Figure 1. Wires at chosen ports, followed through buffers.
Scale: 4 px per um.
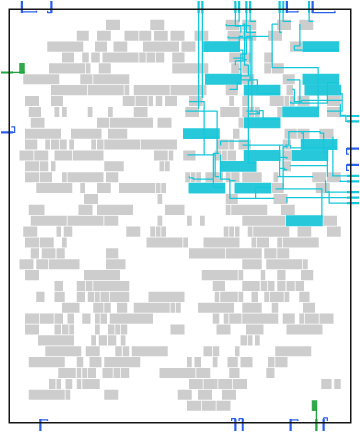
Figure 2. Placement by cell class.
Scale: 3 px per um.
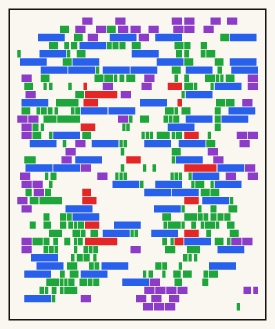
Figure 3. The clock network.
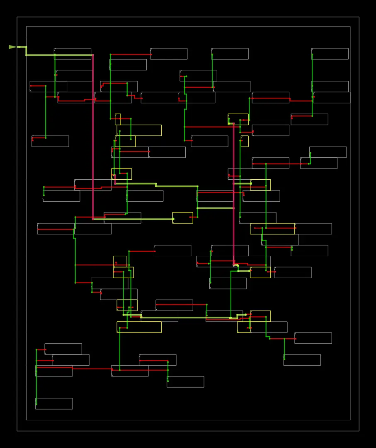
Figure 4. Metal 3.
Scale: 4 px per um.
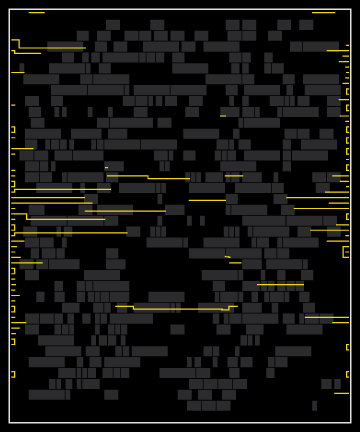
Figure 5. Clock network drawn from the DEF.
Scale: 4 px per um.
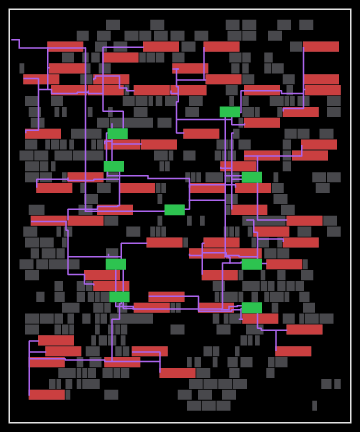
`config.mk`:
```
export PLATFORM = sky130hd
export DESIGN_NAME = fft512_frame_ctrl
export DESIGN_NICKNAME = d
export VERILOG_FILES = /design/src/rtl/fft512_frame_ctrl.sv
export SDC_FILE = /design/constraint.sdc
export NUM_CORES = 1
export LEC_CHECK = 0
export ABC_AREA = 0
export CORE_AREA = 2 2 83 101
export CTS_CLUSTER_DIAMETER = 40
export CTS_CLUSTER_SIZE = 10
export DETAILED_ROUTE_END_ITERATION = 16
export DIE_AREA = 0 0 85 103
export PLACE_DENSITY_LB_ADDON = 0.1
export SLEW_MARGIN = 20
export SYNTH_ARGS = -nofsm -noshare
export SYNTH_HDL_FRONTEND = slang
export SYNTH_SLANG_ARGS = --single-unit
```
`constraint.sdc`:
```
create_clock -name clk -period 4.6 [get_ports clk]
set_input_delay 0.69 -clock clk [delete_from_list [all_inputs] [get_ports clk]]
set_output_delay 0.69 -clock clk [all_outputs]
set_load 0.03 [all_outputs]
```
`src/rtl/fft512_frame_ctrl.sv`:
```
// Frame sequencer and output monitor for the 512-point streaming FFT core.
// Sink side is a zero-latency ready/valid passthrough gated by block framing; source side is monitored in place.
module fft512_frame_ctrl #(
  parameter int FRAME_LEN = 512,
  parameter int DW        = 12
) (
  input  logic          clk,
  input  logic          reset_n,
  input  logic          enable,
  input  logic          inv_req,
  input  logic          in_valid,
  output logic          in_ready,
  input  logic [DW-1:0] in_real,
  input  logic [DW-1:0] in_imag,
  output logic          sink_valid,
  output logic          sink_sop,
  output logic          sink_eop,
  input  logic          sink_ready,
  output logic [1:0]    sink_error,
  output logic [DW-1:0] sink_real,
  output logic [DW-1:0] sink_imag,
  output logic          inverse,
  input  logic          source_valid,
  input  logic          source_sop,
  input  logic          source_eop,
  input  logic [1:0]    source_error,
  input  logic [DW-1:0] source_real,
  input  logic [DW-1:0] source_imag,
  input  logic [5:0]    source_exp,
  output logic          source_ready,
  output logic          out_valid,
  output logic          out_sop,
  output logic          out_eop,
  output logic [DW-1:0] out_real,
  output logic [DW-1:0] out_imag,
  input  logic          out_ready,
  output logic          frame_done,
  output logic [5:0]    blk_exp,
  output logic          frm_err,
  input  logic          clr_err,
  output logic [15:0]   frames_in,
  output logic [15:0]   frames_out
);

  localparam int            CW   = $clog2(FRAME_LEN);
  localparam logic [CW-1:0] LAST = CW'(FRAME_LEN - 1);

  typedef enum logic {IDLE, RUN} state_t;

  state_t        state_q;
  logic [CW-1:0] in_cnt_q, out_cnt_q, out_cnt_d;
  logic          inverse_q, frame_done_q, frm_err_q, frm_err_d;
  logic [5:0]    blk_exp_q;
  logic [15:0]   frames_in_q, frames_out_q;
  logic          run, in_acc, in_last, out_acc, out_last, sop_bad, out_bad;

  assign run        = (state_q == RUN);
  assign sink_valid = run & in_valid;
  assign in_ready   = run & sink_ready;
  assign in_acc     = sink_valid & sink_ready;
  assign in_last    = (in_cnt_q == LAST);
  assign sink_sop   = (in_cnt_q == '0);
  assign sink_eop   = in_last;
  assign sink_error = 2'b00;
  assign sink_real  = in_real;
  assign sink_imag  = in_imag;
  assign inverse    = inverse_q;
  assign frames_in  = frames_in_q;

  // Direction is only ever reloaded when a block starts, so it is stable sop..eop.
  always_ff @(posedge clk or negedge reset_n) begin
    if (!reset_n) begin
      state_q     <= IDLE;
      in_cnt_q    <= '0;
      inverse_q   <= 1'b0;
      frames_in_q <= 16'd0;
    end else if (!run) begin
      if (enable) begin
        state_q   <= RUN;
        inverse_q <= inv_req;
        in_cnt_q  <= '0;
      end
    end else if (in_acc) begin
      if (in_last) begin
        in_cnt_q    <= '0;
        frames_in_q <= frames_in_q + 16'd1;
        if (enable) inverse_q <= inv_req;
        else        state_q   <= IDLE;
      end else begin
        in_cnt_q <= in_cnt_q + CW'(1);
      end
    end
  end

  assign source_ready = out_ready;
  assign out_valid    = source_valid;
  assign out_sop      = source_sop;
  assign out_eop      = source_eop;
  assign out_real     = source_real;
  assign out_imag     = source_imag;
  assign frame_done   = frame_done_q;
  assign blk_exp      = blk_exp_q;
  assign frm_err      = frm_err_q;
  assign frames_out   = frames_out_q;

  assign out_acc  = source_valid & out_ready;
  assign out_last = (out_cnt_q == LAST);
  assign sop_bad  = source_sop & (out_cnt_q != '0);
  assign out_bad  = sop_bad | (source_eop & !out_last) | (source_error != 2'b00);

  // A stray sop is trusted as the real block start, so counting resumes from it.
  always_comb begin
    out_cnt_d = out_cnt_q;
    frm_err_d = frm_err_q;
    if (out_acc) begin
      if (sop_bad)       out_cnt_d = CW'(1);
      else if (out_last) out_cnt_d = '0;
      else               out_cnt_d = out_cnt_q + CW'(1);
    end
    if (out_acc && out_bad) frm_err_d = 1'b1;
    else if (clr_err)       frm_err_d = 1'b0;
  end

  always_ff @(posedge clk or negedge reset_n) begin
    if (!reset_n) begin
      out_cnt_q    <= '0;
      frm_err_q    <= 1'b0;
      frame_done_q <= 1'b0;
      blk_exp_q    <= 6'd0;
      frames_out_q <= 16'd0;
    end else begin
      out_cnt_q    <= out_cnt_d;
      frm_err_q    <= frm_err_d;
      frame_done_q <= out_acc & out_last;
      if (out_acc && out_last) begin
        blk_exp_q    <= source_exp;
        frames_out_q <= frames_out_q + 16'd1;
      end
    end
  end

endmodule

```
==> run_results.csv <==
group,metric,value,unit
worst_setup_path,crit_type,"register to output port",
worst_setup_path,worst-endpoint-required,3.91,ns
worst_setup_path,cp_top_family,"buffers and inverters",
sta,finalSetupViolations,0,
placement,gp_congestion,0.753,
floorplan,core,0.00788,mm2
routing,routed.top_layer,"met4",
synthesis,ff_type,"dfrtp_1",
cts,cts_tree,"yes",
hold_path,min_path_type,"register to register",
sta,timing.final.crit_share,67.4,%
sta,grt_setup_unrepaired,"false",
floorplan,rows,36,
synthesis,synth_warnings,0,
synthesis,ys_cells,329,
worst_setup_path,slowest_stage,"clkdlybuf4s50_1",
flow_run,warnings,28,
routing,wl_met1,2.81,mm
global_routing,top_usage_layer,"met2",
floorplan,initCoreUtil,41.1,%
sta,hold_violations,0,
synthesis,ys_seq_share,46.3,%
finish,nFillCells,727,
global_routing,grt_pass1_vias,2260,
placement,dpl.hpwl,4.42,mm
routing,wl_met2,2.89,mm
synthesis,ys_area,0.00324,mm2
global_routing,grt_usage,15.3,%
routing,ant_nets,0,
floorplan,ios,166,
placement,post-place-ws,1.73,ns
sta,tns,0,ns
worst_setup_path,end_kind,"output port",
sta,fin_crit,3.10,ns
run_status,status,"complete, no violations",
routing,wl_per_cell,14.0,um
finish,antenna_cells,0,
routing,drc,0,
floorplan,die_w,85,um
worst_setup_path,crit_fanout,6,
synthesis,synthArstFlopShare,100,%
cts,cts_setup_buffers,0,
floorplan,dieHeight,103,um
finish,final_cells,449,
global_routing,met1_usage,19.0,%
finish,fin_util,48.8,%
finish,area_growth,18.7,%
worst_setup_path,cp_common_cell,"ha_1",
sta,fin_ws,1.50,ns
global_routing,met3_usage,4.88,%
synthesis,avgSynthCellArea,9.85,um2
routing,drtPass1Iterations,4,
pwr,peakVddDrop,0.000201,V
sta,finalMaxSlewViolations,0,
worst_setup_path,path_buffers,1,
worst_setup_path,critPathMaxStageDelay,0.71,ns
worst_setup_path,crit_path_start_kind,"register",
worst_setup_path,cp_cell_sequence,"ha_1 > and3_1 > nand3_1 > nor2_1 > ha_1 > clkdlybuf4s50_1",
global_routing,gr-usage-met2,23.7,%
finish,design_area,0.00384,mm2
cts,clockBufferDepth,2,
worst_setup_path,cp_data_arrival_time,2.41,ns
routing,drt_iter0_markers,52,
pwr,report.power.total,1.32,mW
synthesis,synthDistinctLibCells,43,
Back to the opening pictures, Figure 1:
Key: green = `sink_error` [bits 2, direction output, end cells 2, buffers 0, wire 6.70 um]; cyan = `frames_out` [bits 16, direction output, end cells 16, buffers 16, wire 614 um]; blue = `in_real` [bits 12, direction input, end cells 0, buffers 0, wire 33.2 um]

Back to the opening pictures, Figure 2:
Key: green = combinational and other logic [cells 210, share of their area 35%]; purple = remaining buffers and delay cells [cells 68, share of their area 18%]; blue = sequential cells [cells 60, share of their area 40%]; red = clock drivers and dummy loads [cells 16, share of their area 6.4%]

Back to the opening pictures, Figure 3:
CTS Buf Count: 9
Clock Sink Count: 60
clk ins delay skew pair: 0.34 ns
Clock Skews: 0.0108 ns

Back to the opening pictures, Figure 4:
The wires run mostly horizontal. 68 nets have wire on it.

Back to the opening pictures, Figure 5:
Key: purple = clock wires [length 861 um]; red = flip-flops [count 60]; green = clock drivers [count 9]
There are 10 routed clock nets. Position of the flops: widely spread.

-- flip-flops by register name (all words and copies together) (netlist names) --
register and cells:
inverse 1, out_cnt_q 9, in_cnt_q 9, frm_err 1
frame_done 1, run 1, frames_in 16, blk_exp 6
frames_out 16
-- final cells by class --
class	instances	area (um2)	share of cell area (%)
Sequential cell	60	1500	39.0
Multi-Input combinational cell	201	1280	33.2
Timing Repair Buffer	68	673	17.5
Clock buffer	10	128	3.32
Tap cell	95	119	3.09
Clock inverter	6	113	2.93
Inverter	9	33.8	0.879
-- worst paths after layout --
| check | to | slack (ns) | startpoint | cells after the start |
|---|---|---|---|---|
| min reg2reg | frames_out[15]$_DFFE_PN0P_ | 0.48 | frames_out[15]$_DFFE_PN0P_ | 1 |
| max in group asynchronous | blk_exp[0]$_DFFE_PN0P_ | 3.59 | reset_n | 2 |
| max reg2reg | frames_in[15]$_DFFE_PN0P_ | 2.15 | in_cnt_q[0]$_DFFE_PN0P_ | 9 |
| max | sink_eop | 1.50 | in_cnt_q[0]$_DFFE_PN0P_ | 6 |
| min | frames_out[15]$_DFFE_PN0P_ | 0.48 | frames_out[15]$_DFFE_PN0P_ | 1 |
| min in group asynchronous | out_cnt_q[3]$_DFFE_PN0P_ | 0.51 | reset_n | 2 |
-- cells by family (layout without fill, tap and decap cells) --
group | after synthesis | after routing | synth area share (%)
flops | 60 | 60 | 46.3
other cells | 1 | 2 | 0.116
fa+ha+maj | 8 | 8 | 3.09
compound gates | 26 | 26 | 5.25
xor+xnor | 35 | 35 | 9.46
mux | 1 | 1 | 0.348
buf+inv | 69 | 93 | 14.3
simple gates | 129 | 129 | 21.1
-- where the power goes --
group	total (mW)	switching, mW	internal, mW
sequential	0.604	0.0435	0.560
clock	0.576	0.214	0.361
combinational	0.136	0.0753	0.0611
-- placed cells by master, fill, tap and decap left out, types with 6 or more instances in the layout --
cell and n:
xor2_1 8, and3_1 6, nand2_1 52, nor2_1 14, nand4_1 14, xnor2_1 27, clkbuf_8 9, o21ai_0 10
inv_1 8, ha_1 8, nand3_1 18, dfrtp_1 60, clkdlybuf4s50_1 66
-- cell usage after synthesis (2+ instances only) --
| master | instances | area (um2) |
|---|---|---|
| dfrtp_1 | 60 | 1500 |
| buf_4 | 54 | 405 |
| nand2_1 | 52 | 195 |
| xnor2_1 | 27 | 236 |
| nand3_1 | 18 | 90.1 |
| nand4_1 | 14 | 87.6 |
| nor2_1 | 14 | 52.6 |
| o21ai_0 | 10 | 50.1 |
| ha_1 | 8 | 100 |
| inv_1 | 8 | 30.0 |
| xor2_1 | 8 | 70.1 |
| and3_1 | 6 | 37.5 |
| clkbuf_1 | 4 | 15.0 |
| a21oi_2 | 3 | 26.3 |
| and2_1 | 3 | 18.8 |
| and4_1 | 3 | 26.3 |
| nor3_1 | 3 | 15.0 |
| o31ai_1 | 3 | 22.5 |
| a21oi_1 | 2 | 10.0 |
| a31oi_1 | 2 | 12.5 |
| buf_2 | 2 | 10.0 |
| nand2b_1 | 2 | 12.5 |
| nor4_4 | 2 | 42.5 |
| or3_1 | 2 | 12.5 |
Power figures rest on the tool's default switching activity, not on a simulated workload.
